--- src/rtl/snake_dir_ctrl.sv ---
// Switch conditioning for the snake game: two-flop sync, per-switch debounce,
// press detection, turn filtering and a 2-deep turn queue released on game ticks.
module snake_dir_ctrl #(
    parameter int         DEBOUNCE_LIMIT = 250000,
    parameter int         CNT_WIDTH      = 18,
    parameter logic [1:0] INIT_DIR       = 2'b11
) (
    input  logic       i_Clk,
    input  logic       Reset,
    input  logic [3:0] i_Sw,
    input  logic       i_Tick,
    output logic [1:0] o_Dir,
    output logic       o_Snake_Up,
    output logic       o_Snake_Down,
    output logic       o_Snake_Left,
    output logic       o_Snake_Right,
    output logic [3:0] o_Sw_Debounced,
    output logic [1:0] o_Queue_Count,
    output logic       o_Turn_Drop
);

    localparam logic [CNT_WIDTH-1:0] CNT_LAST = CNT_WIDTH'(DEBOUNCE_LIMIT - 1);
    localparam logic [1:0] DIR_UP    = 2'b00;
    localparam logic [1:0] DIR_DOWN  = 2'b01;
    localparam logic [1:0] DIR_LEFT  = 2'b10;
    localparam logic [1:0] DIR_RIGHT = 2'b11;

    logic [3:0] sync1_reg;
    logic [3:0] sync2_reg;
    logic [3:0] deb_level;
    logic [3:0] deb_prev_reg;
    logic [3:0] press_vec;

    always_ff @(posedge i_Clk) begin
        if (Reset) begin
            sync1_reg    <= 4'b0000;
            sync2_reg    <= 4'b0000;
            deb_prev_reg <= 4'b0000;
        end else begin
            sync1_reg    <= i_Sw;
            sync2_reg    <= sync1_reg;
            deb_prev_reg <= deb_level;
        end
    end

    // A level change is accepted only after DEBOUNCE_LIMIT consecutive mismatching cycles.
    generate
        for (genvar gi = 0; gi < 4; gi++) begin : g_debounce
            logic [CNT_WIDTH-1:0] cnt_reg;
            logic                 level_reg;

            always_ff @(posedge i_Clk) begin
                if (Reset) begin
                    cnt_reg   <= '0;
                    level_reg <= 1'b0;
                end else if (sync2_reg[gi] != level_reg) begin
                    if (cnt_reg == CNT_LAST) begin
                        level_reg <= sync2_reg[gi];
                        cnt_reg   <= '0;
                    end else begin
                        cnt_reg <= cnt_reg + 1'b1;
                    end
                end else begin
                    cnt_reg <= '0;
                end
            end

            assign deb_level[gi] = level_reg;
        end
    endgenerate

    assign press_vec = deb_level & ~deb_prev_reg;

    logic       press_valid;
    logic [1:0] press_dir;

    always_comb begin
        press_valid = 1'b1;
        press_dir   = DIR_UP;
        if (press_vec[3])      press_dir = DIR_UP;
        else if (press_vec[0]) press_dir = DIR_DOWN;
        else if (press_vec[1]) press_dir = DIR_LEFT;
        else if (press_vec[2]) press_dir = DIR_RIGHT;
        else                   press_valid = 1'b0;
    end

    logic [1:0] dir_reg,    dir_next;
    logic [1:0] slot0_reg,  slot0_next;
    logic [1:0] slot1_reg,  slot1_next;
    logic [1:0] count_reg,  count_next;
    logic       drop_reg,   drop_next;
    logic [1:0] ref_dir;
    logic [1:0] slot_idx;
    logic       accept;
    logic       pop;
    logic       push;

    assign ref_dir = (count_reg == 2'd0) ? dir_reg :
                     ((count_reg == 2'd2) ? slot1_reg : slot0_reg);

    // Equal and opposite directions share the axis bit, so both are rejected by one compare.
    assign accept    = press_valid && (press_dir[1] != ref_dir[1]);
    assign pop       = i_Tick && (count_reg != 2'd0);
    assign push      = accept && ((count_reg != 2'd2) || pop);
    assign drop_next = accept && (count_reg == 2'd2) && !pop;
    assign slot_idx  = count_reg - {1'b0, pop};

    always_comb begin
        dir_next   = dir_reg;
        slot0_next = slot0_reg;
        slot1_next = slot1_reg;
        if (pop) begin
            dir_next   = slot0_reg;
            slot0_next = slot1_reg;
        end
        if (push) begin
            if (slot_idx == 2'd0) slot0_next = press_dir;
            else                  slot1_next = press_dir;
        end
        count_next = count_reg + {1'b0, push} - {1'b0, pop};
    end

    always_ff @(posedge i_Clk) begin
        if (Reset) begin
            dir_reg   <= INIT_DIR;
            slot0_reg <= 2'b00;
            slot1_reg <= 2'b00;
            count_reg <= 2'd0;
            drop_reg  <= 1'b0;
        end else begin
            dir_reg   <= dir_next;
            slot0_reg <= slot0_next;
            slot1_reg <= slot1_next;
            count_reg <= count_next;
            drop_reg  <= drop_next;
        end
    end

    assign o_Dir          = dir_reg;
    assign o_Snake_Up     = (dir_reg == DIR_UP);
    assign o_Snake_Down   = (dir_reg == DIR_DOWN);
    assign o_Snake_Left   = (dir_reg == DIR_LEFT);
    assign o_Snake_Right  = (dir_reg == DIR_RIGHT);
    assign o_Sw_Debounced = deb_level;
    assign o_Queue_Count  = count_reg;
    assign o_Turn_Drop    = drop_reg;

endmodule

--- config.mk ---
export PLATFORM = sky130hd
export DESIGN_NAME = snake_dir_ctrl
export DESIGN_NICKNAME = d
export VERILOG_FILES = /design/src/rtl/snake_dir_ctrl.sv
export SDC_FILE = /design/constraint.sdc
export NUM_CORES = 1
export LEC_CHECK = 0
export CORE_ASPECT_RATIO = 1.5
export CORE_MARGIN = 5
export CORE_UTILIZATION = 60
export DETAILED_ROUTE_END_ITERATION = 10
export MAX_ROUTING_LAYER = met4
export PLACE_DENSITY = 0.77
export SETUP_SLACK_MARGIN = 0.15
export SLEW_MARGIN = 25
export SYNTH_ARGS = -nofsm -noshare
export SYNTH_HDL_FRONTEND = slang
export SYNTH_SLANG_ARGS = --single-unit
--- constraint.sdc ---
create_clock -name i_Clk -period 2.5 [get_ports i_Clk]
set_input_delay 0.25 -clock i_Clk [delete_from_list [all_inputs] [get_ports i_Clk]]
set_output_delay 0.25 -clock i_Clk [all_outputs]
set_load 0.02 [all_outputs]
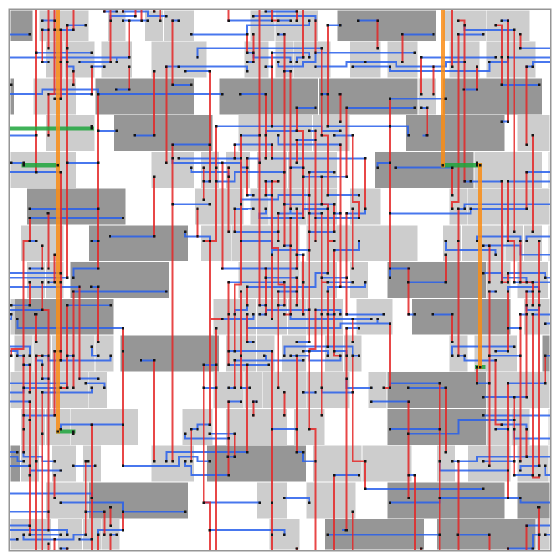
run_1/zoom.png
Region (19, 14) to (59, 54) um. Cells in grey, sequential cells in the stronger grey; small squares are vias.
| colour | layer |
|---|---|
| orange | met4 |
| green | met3 |
| blue | met1 |
| red | met2 |
netlist names of flops here include: `g_debounce.cnt_reg` (10), `deb_prev_reg` (2), `o_Queue_Count` (2)
sequential cells in the window: 22
cells with their middle in the window: 126
most frequent: nor2_1 (23), dfxtp_1 (21)

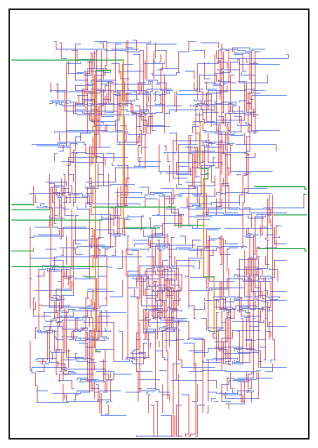
run_1/metal_stack.png
| colour | layer | wire length |
|---|---|---|
| orange | met4 | 171 um |
| red | met2 | 3550 um |
| blue | met1 | 3090 um |
| green | met3 | 191 um |

==> Changelog: implementation, run 1 <==
### Metrics

* Post-CTS Setup Inserts at 0
* Nature of the critical path endpoint: register
* Status: complete, no violations
* # fillers at 569
* Max Clock Freq at 458 MHz
* Top sig layer: met4
* Mapped Area at 0.00423 mm2
* MaxCap Viol Count at 0
* Crit path DAT at about 2400 ps
* Layout cells sized above 1 at 0.0533
* Area Overhead vs Synth at 8.60%
* NumNets Final at a little under 500
* Comb area at 0.00211 mm2
* Top cell area share at 0.459
* Cells after Synth at approximately 470
* Avg Synthesized Cell Area at approximately 9.0 um2
* Power Density at 673 mW/mm2
* Synth area leader: dfxtp_1
* Detail Route met3 WL at 190 um
* Final setup margin at 318 ps
* Final tally of setup violations at 0
* Die Wd at between 70 and 80 um
* Number of global-route vias before repair at 3040
* Clock sinks at approximately 97
* Static Leak at 1.54 nW
* Via/cell ratio at ~5.4
* Unrepaired setup endpoints after global routing: false
* Ys flop type: dfxtp_1
* Synth cell count leaders: 103 x nor2_1, 97 x dfxtp_1, 40 x xnor2_1, 30 x nand3_1, 30 x xor2_1
* Number of flip-flops in the largest register at 72
* Num rows at 37
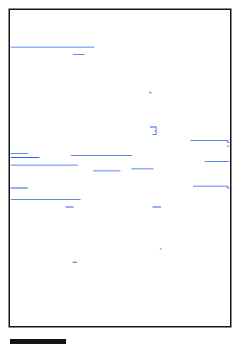
run_1/met3.png
Bar = 20 um.
nets with wire on the layer: 11
longest straight run: 29.4 um
M3 GR Usage: 0.0311
WL final: 7.00 mm
via count: 3039

-- run 1: critical path, stage by stage (launching register included) --
cell and delay (ps):
dfxtp_4 400, mux2_4 320, mux2i_4 200, mux2i_2 250, nand2_1 80, ha_1 280, inv_1 40, ha_1 170
xor2_1 150, xnor2_1 130, nor2_1 50
-- run 1: through the flow --
step / instances / power [mW]
finish: 566 / 3.09
global route: 566 / 3.24
CTS: 566 / 3.13
detailed placement: 551 / 2.18
global placement: 551 / 2.17
floorplan: 468 / 2.02
-- run 1: cell families after synthesis --
| kind of cell | after synthesis | share of synthesized area |
|---|---|---|
| compound gates | 10 | 0.0169 |
| xor+xnor | 70 | 0.145 |
| fa+ha+maj | 6 | 0.0177 |
| buf+inv | 30 | 0.0414 |
| flops | 97 | 0.459 |
| mux | 10 | 0.0290 |
| simple gates | 245 | 0.291 |
-- run 1: power breakdown --
part           total (mW)  internal [mW]  leakage (nW)  switching (mW)
Clock               0.946          0.453        0.0929           0.493
Sequential           1.65           1.59         0.784          0.0607
Combinational       0.497          0.263         0.667           0.234
Total                3.09           2.30          1.54           0.788
-- run 1: timing repair --
item,CTS,global route
hold buffers,0,0
endpoints found under the hold margin,0,0
resized,0,1
setup endpoints to repair,0,1
-- run 1: cell usage in the layout (no fill, tap or decap), types with 2 or more instances in the layout --
master           instances
nor4b_1                  3
a21oi_1                  2
and3_1                  10
xor2_1                  30
and4_1                   7
nor4_1                   9
nor3b_1                  2
nor3_1                  11
nor2b_1                 18
clkdlybuf4s50_1         19
and2_1                   5
or3_1                    2
buf_4                    3
nand3_1                 30
nand2_1                 21
clkbuf_8                 9
nor2_1                 103
clkbuf_1                 2
mux2i_1                  6
ha_1                     6
nand4_1                 11
xnor2_1                 40
inv_1                   13
nand2b_1                 6
dfxtp_1                 96
a211o_1                  3
clkinv_2                 3
-- run 1: layout make-up --
cell class | count | area share
multi-input combinational | 341 | 0.460
sequential | 97 | 0.423
timing repair buffer | 22 | 0.0463
clock buffer | 11 | 0.0286
tap | 78 | 0.0212
inverter | 13 | 0.0106
clock inverter | 4 | 0.00980
-- run 1: final timing paths --
path,from,end,slack (ps),cells past startpoint
worst max-delay path,o_Queue_Count[1],o_Queue_Count[1],320,10
worst min-delay path,i_Sw[3],sync1_reg[3],440,2
worst max register to register,o_Queue_Count[1],o_Queue_Count[1],320,10
worst min register to register,sync1_reg[3],sync2_reg[3],450,1
-- run 1: per-layer routing --
metal	GRT usage	vias to the layer above
met3	0.0311	13
met4	0.0910	0
li1	-	1574
met1	0.207	1432
met5	-	-
met2	0.315	20
==> inputs of run 2 (changes only) <==
- CORE_UTILIZATION: 60 -> 45
- PLACE_DENSITY: 0.77 -> 0.6
- SKIP_LAST_GASP: default -> 1
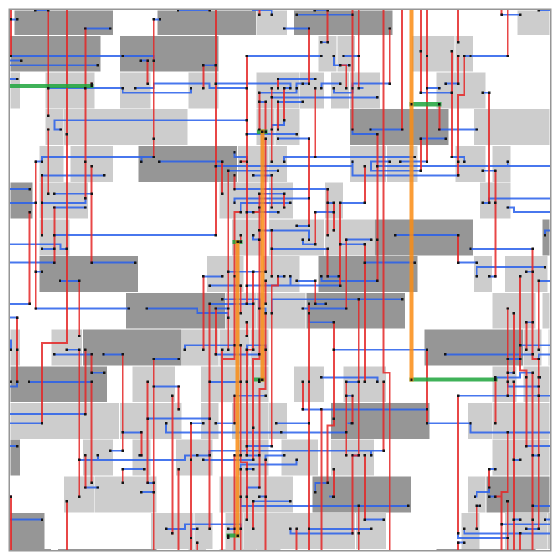
run_2/zoom.png
Region (25, 19) to (65, 59) um. Cells in grey, sequential cells in the stronger grey; small squares are vias.
| colour | layer |
|---|---|
| red | met2 |
| blue | met1 |
| orange | met4 |
| green | met3 |
sequential cells in the window: 18
most frequent: dfxtp_1 (18), nor2_1 (12), nor2b_1 (6)
netlist names of flops here include: `deb_prev_reg` (4), `g_debounce.cnt_reg` (4), `o_Dir` (2)
cells with their middle in the window: 96

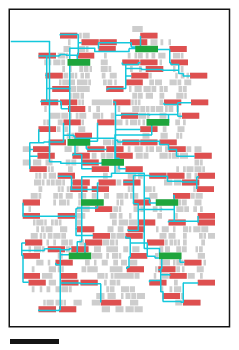
run_2/clock_map.png
Bar = 20 um.
[red] flip-flops | count: 97
[cyan] clock wires | length: 1150 um
[green] cells driving clock nets | count: 9
routed clock nets: 10
Clock Skew: 7.15 ps
Skew-Pair Late Insertion Delay: 340 ps
clock power share: 0.357
Clk. pwr: 1.21 mW

==> run 2 against run 1 <==
Net effect: setup slack improved by 11 ps; highest routed layer unchanged; clock power increased by 28%; global-route usage decreased by 3.4 points.
==> Changelog: implementation, run 2 <==
### Metrics

* Status: complete, no violations (unchanged)
* Avg Synthesized Cell Area at 9.04 um2 (unchanged)
* Final tally of setup violations at 0 (unchanged)
* Dominant logic cell types in the final layout: 103 x nor2_1, 96 x dfxtp_1, 40 x xnor2_1 (unchanged)
* Mapped Area at 0.00423 mm2 (unchanged)
* Final setup margin at 329 ps (was 318 ps)
* Nature of the critical path endpoint: register (unchanged)
* Crit path DAT at 2400 ps (was 2430 ps)
* Static Leak at 1.59 nW (was 1.54 nW)
* Area Overhead vs Synth at 11.9% (was 8.60%)
* Number of global-route vias before repair at 3086 (was 3040)
* Synth area leader: dfxtp_1 (unchanged)
* Via/cell ratio at 5.03 (was 5.37)
* Highest-count logic cell in the final layout: nor2_1 (unchanged)
* Ys flop type: dfxtp_1 (unchanged)
* Hold Crit Endpoint: sync2_reg[1] (was sync1_reg[3])
* Via count at 3032 (was 3039)
* R2R Path End: o_Queue_Count[1] (unchanged)
* Die Wd at 89.2 um (was 78.6 um)
* CTS Hold Bufs at 0 (unchanged)
* Reg2reg start: o_Queue_Count[1] (unchanged)
* Hold Crit Class: register to register (was primary input to register)
* Unrepaired setup endpoints after global routing: false (unchanged)
* Hold_sp: sync1_reg[1] (was i_Sw[3])
* Top cell area share at 0.459 (unchanged)
* R2r setup slk at 330 ps (was 320 ps)
* CP Launch Point: o_Queue_Count[1] (unchanged)
* Reg2reg path depth at 10 (unchanged)
* Power Density at 717 mW/mm2 (was 673 mW/mm2)
* MaxCap Viol Count at 0 (unchanged)
* # fillers at 876 (was 569)
* Worst Hold Depth at 1 (was 2)
* Max Clock Freq at 461 MHz (was 458 MHz)
* GPL Wtd Cong at 0.810 (was 0.812)
* Worst slew margin at 0.580 (was 0.585)
* Layout cells sized above 1 at 0.0550 (was 0.0533)
* Number of placed instances, taps included at 585 (was 551)
* Num rows at 43 (was 37)
* NumNets Final at 499 (was 497)
* Antenna-violating nets left at 0 (unchanged)
* Fin cells at 603 (was 566)
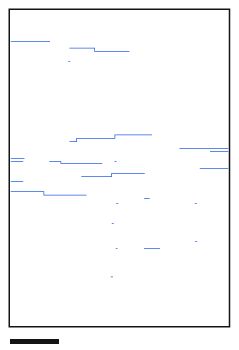
run_2/met3.png
Bar = 20 um.
longest straight run: 19.6 um
wire length on this layer: 222 um
WL final: 7.36 mm
M3 GR Usage: 0.0480

run 2: cell counts after synthesis:
No cell type changed its count.
run 2: final cells by class:
cell class / instances / area [um2] / share of cell area
Clock buffer: 13 / 240 / 0.0507
Clock inverter: 3 / 17.5 / 0.00370
Inverter: 13 / 48.8 / 0.0103
Multi-Input combinational cell: 341 / 2110 / 0.447
Sequential cell: 97 / 1950 / 0.411
Tap cell: 112 / 140 / 0.0296
Timing Repair Buffer: 24 / 228 / 0.0481
run 2: cells by family (layout without fill, tap and decap cells):
group	after synthesis	in the layout	synth area share
AND-OR/OR-AND	10	10	0.0169
buffers and inverters	30	53	0.0414
AND/OR/NAND/NOR	245	245	0.291
adder cells (fa/ha/maj)	6	6	0.0177
multiplexers	10	10	0.0290
flip-flops	97	97	0.459
XOR/XNOR	70	70	0.145
run 2: worst max-delay path: stages, from the launching register on:
cell and delay, ps:
dfxtp_4 360, mux2_4 310, mux2i_4 200, mux2i_2 250, nand2_1 80, ha_1 270
inv_1 40, ha_1 180, xor2_1 190, xnor2_1 130, nor2_1 50
run 2: per-stage QoR:
stage / util / power, mW / area (um2)
3_5_place_dp: 0.485 / 2.18 / 4460
6_report: 0.515 / 3.40 / 4730
3_3_place_gp: 0.485 / 2.17 / 4460
5_1_grt: 0.515 / 3.57 / 4730
4_1_cts: 0.513 / 3.42 / 4720
2_1_floorplan: - / 2.02 / 4230
run 2: worst max-delay path by stage:
stage	cells past startpoint	slack [ps]	end
3_3_place_gp	10	330	o_Queue_Count[1]
5_1_grt	10	170	o_Queue_Count[1]
2_1_floorplan	11	150	o_Queue_Count[1]
4_1_cts	10	250	o_Queue_Count[1]
3_5_place_dp	10	260	o_Queue_Count[1]
6_report	10	330	o_Queue_Count[1]
run 2: layer usage:
layer / track usage / part of all wire / vias up
met2: 0.247 / 0.52 / 22
met4: 0.0631 / 0.025 / 0
met5: - / 0 / -
li1: - / - / 1580
met3: 0.0480 / 0.030 / 17
met1: 0.166 / 0.43 / 1413
run 2: power breakdown:
part           internal [mW]  switching (mW)
Combinational          0.295           0.247
Clock                  0.672           0.541
Sequential              1.59          0.0513
run 2: repair_timing:
item / 4_1_cts / 5_1_grt
endpoints found under the hold margin: 0 / 0
setup endpoints to repair: 0 / 1
resized: 0 / 1
setup buffers: 0 / 2
==> inputs of run 3 (changes only) <==
- CORE_MARGIN: 5 -> 2
==> run 3 against run 2 <==
Net effect: wire length fell by 3.0%; clock skew rose by 0.84 ps; fmax fell by 0.63%; core utilization rose by 0.54 points.
==> Changelog: implementation, run 3 <==
### Metrics

* Simple-Gate Area Share at 0.291 (unchanged)
* Comb area at 0.00211 mm2 (unchanged)
* Crit path DAT at 2420 ps (was 2400 ps)
* Yosys xor share at 0.145 (unchanged)
* Antenna-violating nets left at 0 (unchanged)
* Die Wd at 83.2 um (was 89.2 um)
* Worst slew margin at 0.611 (was 0.580)
* Final tally of setup violations at 0 (unchanged)
* CP Launch Point: o_Queue_Count[1] (unchanged)
* MaxCap Viol Count at 0 (unchanged)
* AND-OR/OR-AND Cells, Area Fraction at 0.0169 (unchanged)
* Clock Skew at 7.99 ps (was 7.15 ps)
* Internal power at 2.69 mW (was 2.56 mW)
* Top non-seq family: simple AND/OR/NAND/NOR gates (unchanged)
* Hold Crit Class: register to register (unchanged)
* Static Leak at 1.60 nW (was 1.59 nW)
* Area Overhead vs Synth at 13.1% (was 11.9%)
* Reg2reg start: o_Queue_Count[1] (unchanged)
* R2r setup slk at 320 ps (was 330 ps)
* # fillers at 860 (was 876)
* Total power at 3.56 mW (was 3.40 mW)
* Number of flip-flops in the largest register at 72 (unchanged)
* Register area at 0.00195 mm2 (unchanged)
* Synth cell count leaders: 103 x nor2_1, 97 x dfxtp_1, 40 x xnor2_1, 30 x nand3_1, 30 x xor2_1 (unchanged)
* Sw frac at 0.246 (was 0.247)
* Max Clock Freq at 458 MHz (was 461 MHz)
* Num rows at 43 (unchanged)
* Cells after Synth at 468 (unchanged)
* Avg Synthesized Cell Area at 9.04 um2 (unchanged)
* Sw Pwr at 877 uW (was 840 uW)
* Dominant logic cell types in the final layout: 103 x nor2_1, 96 x dfxtp_1, 40 x xnor2_1 (unchanged)
* NumNets Final at 498 (was 499)
* Nature of the critical path endpoint: register (unchanged)
* Clock power share at 0.400 (was 0.357)
* Synth Area in Adders at 0.0177 (unchanged)
* Mapped Area at 0.00423 mm2 (unchanged)
* Combinational Power Share at 0.138 (was 0.160)
* Unrepaired setup endpoints after global routing: false (unchanged)
* Via/cell ratio at 5.06 (was 5.03)
* R2R Path End: o_Queue_Count[1] (unchanged)
* GPL Wtd Cong at 0.793 (was 0.810)
* Layout cells sized above 1 at 0.0612 (was 0.0550)
* Crit path to: o_Queue_Count[1] (unchanged)
* Status: complete, no violations (unchanged)
* Highest-count logic cell in the final layout: nor2_1 (unchanged)
-- run 3: through the flow --
step           area (um2)  instances  setup WS [ps]  hold slack (ps)
2_1_floorplan        4230        468            155              378
3_3_place_gp         4470        586            330              422
3_5_place_dp         4470        586            285              424
4_1_cts              4780        602            272              439
5_1_grt              4780        602            176              463
6_report             4780        602            315              437
-- run 3: how the worst min path moves through the flow --
stage,startpoint,end,slack [ps],cells after the start
6_report,sync1_reg[1],sync2_reg[1],440,1
2_1_floorplan,i_Sw[0],sync1_reg[0],380,1
4_1_cts,sync1_reg[1],sync2_reg[1],440,1
5_1_grt,sync1_reg[1],sync2_reg[1],460,1
3_3_place_gp,sync1_reg[2],sync2_reg[2],420,1
3_5_place_dp,sync1_reg[1],sync2_reg[1],420,1
-- run 3: cell type report --
cell class | count | area share
Multi-Input combinational cell | 341 | 0.442
Timing Repair Buffer | 23 | 0.0460
Clock buffer | 11 | 0.0528
Tap cell | 112 | 0.0293
Clock inverter | 5 | 0.0131
Inverter | 13 | 0.0102
Sequential cell | 97 | 0.407
-- run 3: routing by layer --
layer	wire length [um]	global-route usage	vias to the layer above
li1	-	-	1578
met1	3110	0.161	1420
met2	3630	0.279	30
met3	188	0.0397	20
met4	220	0.0881	0
met5	0	-	-
-- run 3: critical path, stage by stage (launching register included) --
cell,delay (ps)
dfxtp_4,390
mux2_4,320
mux2i_4,210
mux2i_2,260
nand2_1,70
ha_1,270
inv_1,40
ha_1,170
xor2_1,170
xnor2_1,140
nor2_1,50
-- run 3: what timing repair did --
item	CTS	global route
setup endpoints to repair	0	1
hold buffers	0	0
gates resized	0	1
setup buffers	0	0
-- run 3: power groups by stage --
stage / registers, mW / clock network [mW] / logic [mW]
final: 1.65 / 1.42 / 0.491
after CTS: 1.65 / 1.47 / 0.497
after detailed placement: 1.68 / 0 / 0.495
after global placement: 1.68 / 0 / 0.490
after global routing: 1.66 / 1.52 / 0.530
after floorplan: 1.70 / 0 / 0.327
-- run 3: logic make-up (layout without fill, tap and decap cells) --
logic type | Yosys count | after routing
flip-flops | 97 | 97
adder cells (fa/ha/maj) | 6 | 6
AND/OR/NAND/NOR | 245 | 245
buffers and inverters | 30 | 52
AND-OR/OR-AND | 10 | 10
XOR/XNOR | 70 | 70
multiplexers | 10 | 10
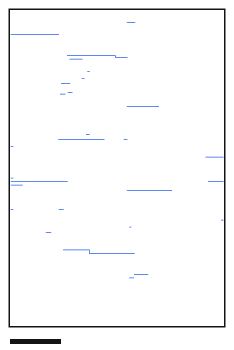
run_3/met3.png
Bar = 20 um.
share of all routed wire: 2.6%
longest straight run: 21.8 um
wire length on this layer: 189 um
WL final: 7.14 mm
via count: 3048
M3 GR Usage: 0.0397

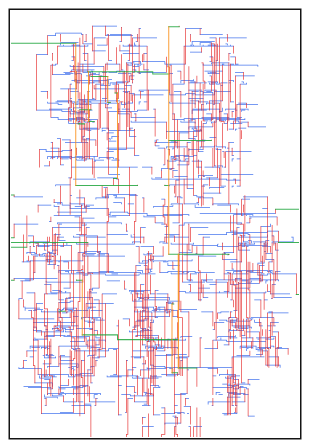
run_3/metal_stack.png
| colour | layer | wire length |
|---|---|---|
| orange | met4 | 220 um |
| blue | met1 | 3110 um |
| green | met3 | 189 um |
| red | met2 | 3630 um |

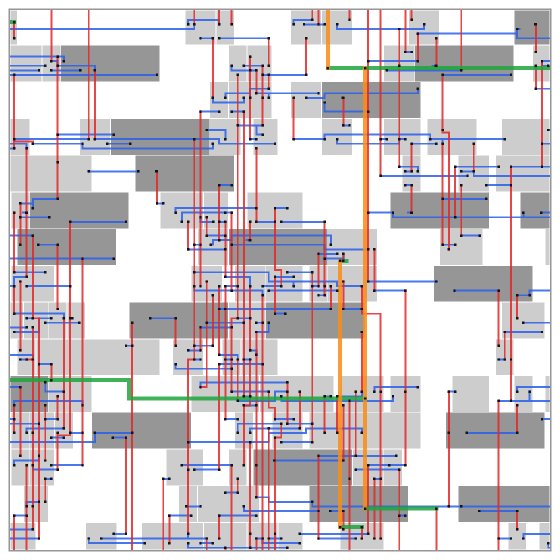
run_3/zoom.png
Region (22, 17) to (62, 57) um. Cells in grey, sequential cells in the stronger grey; small squares are vias.
| colour | layer |
|---|---|
| blue | met1 |
| orange | met4 |
| red | met2 |
| green | met3 |
cells with their middle in the window: 97
sequential cells in the window: 17
most frequent: dfxtp_1 (17), nor2_1 (16), nor2b_1 (9)
netlist names of flops here include: `g_debounce.cnt_reg` (5), `deb_prev_reg` (2), `g_debounce.level_reg` (2)

Power is estimated from default activity; no workload was simulated.
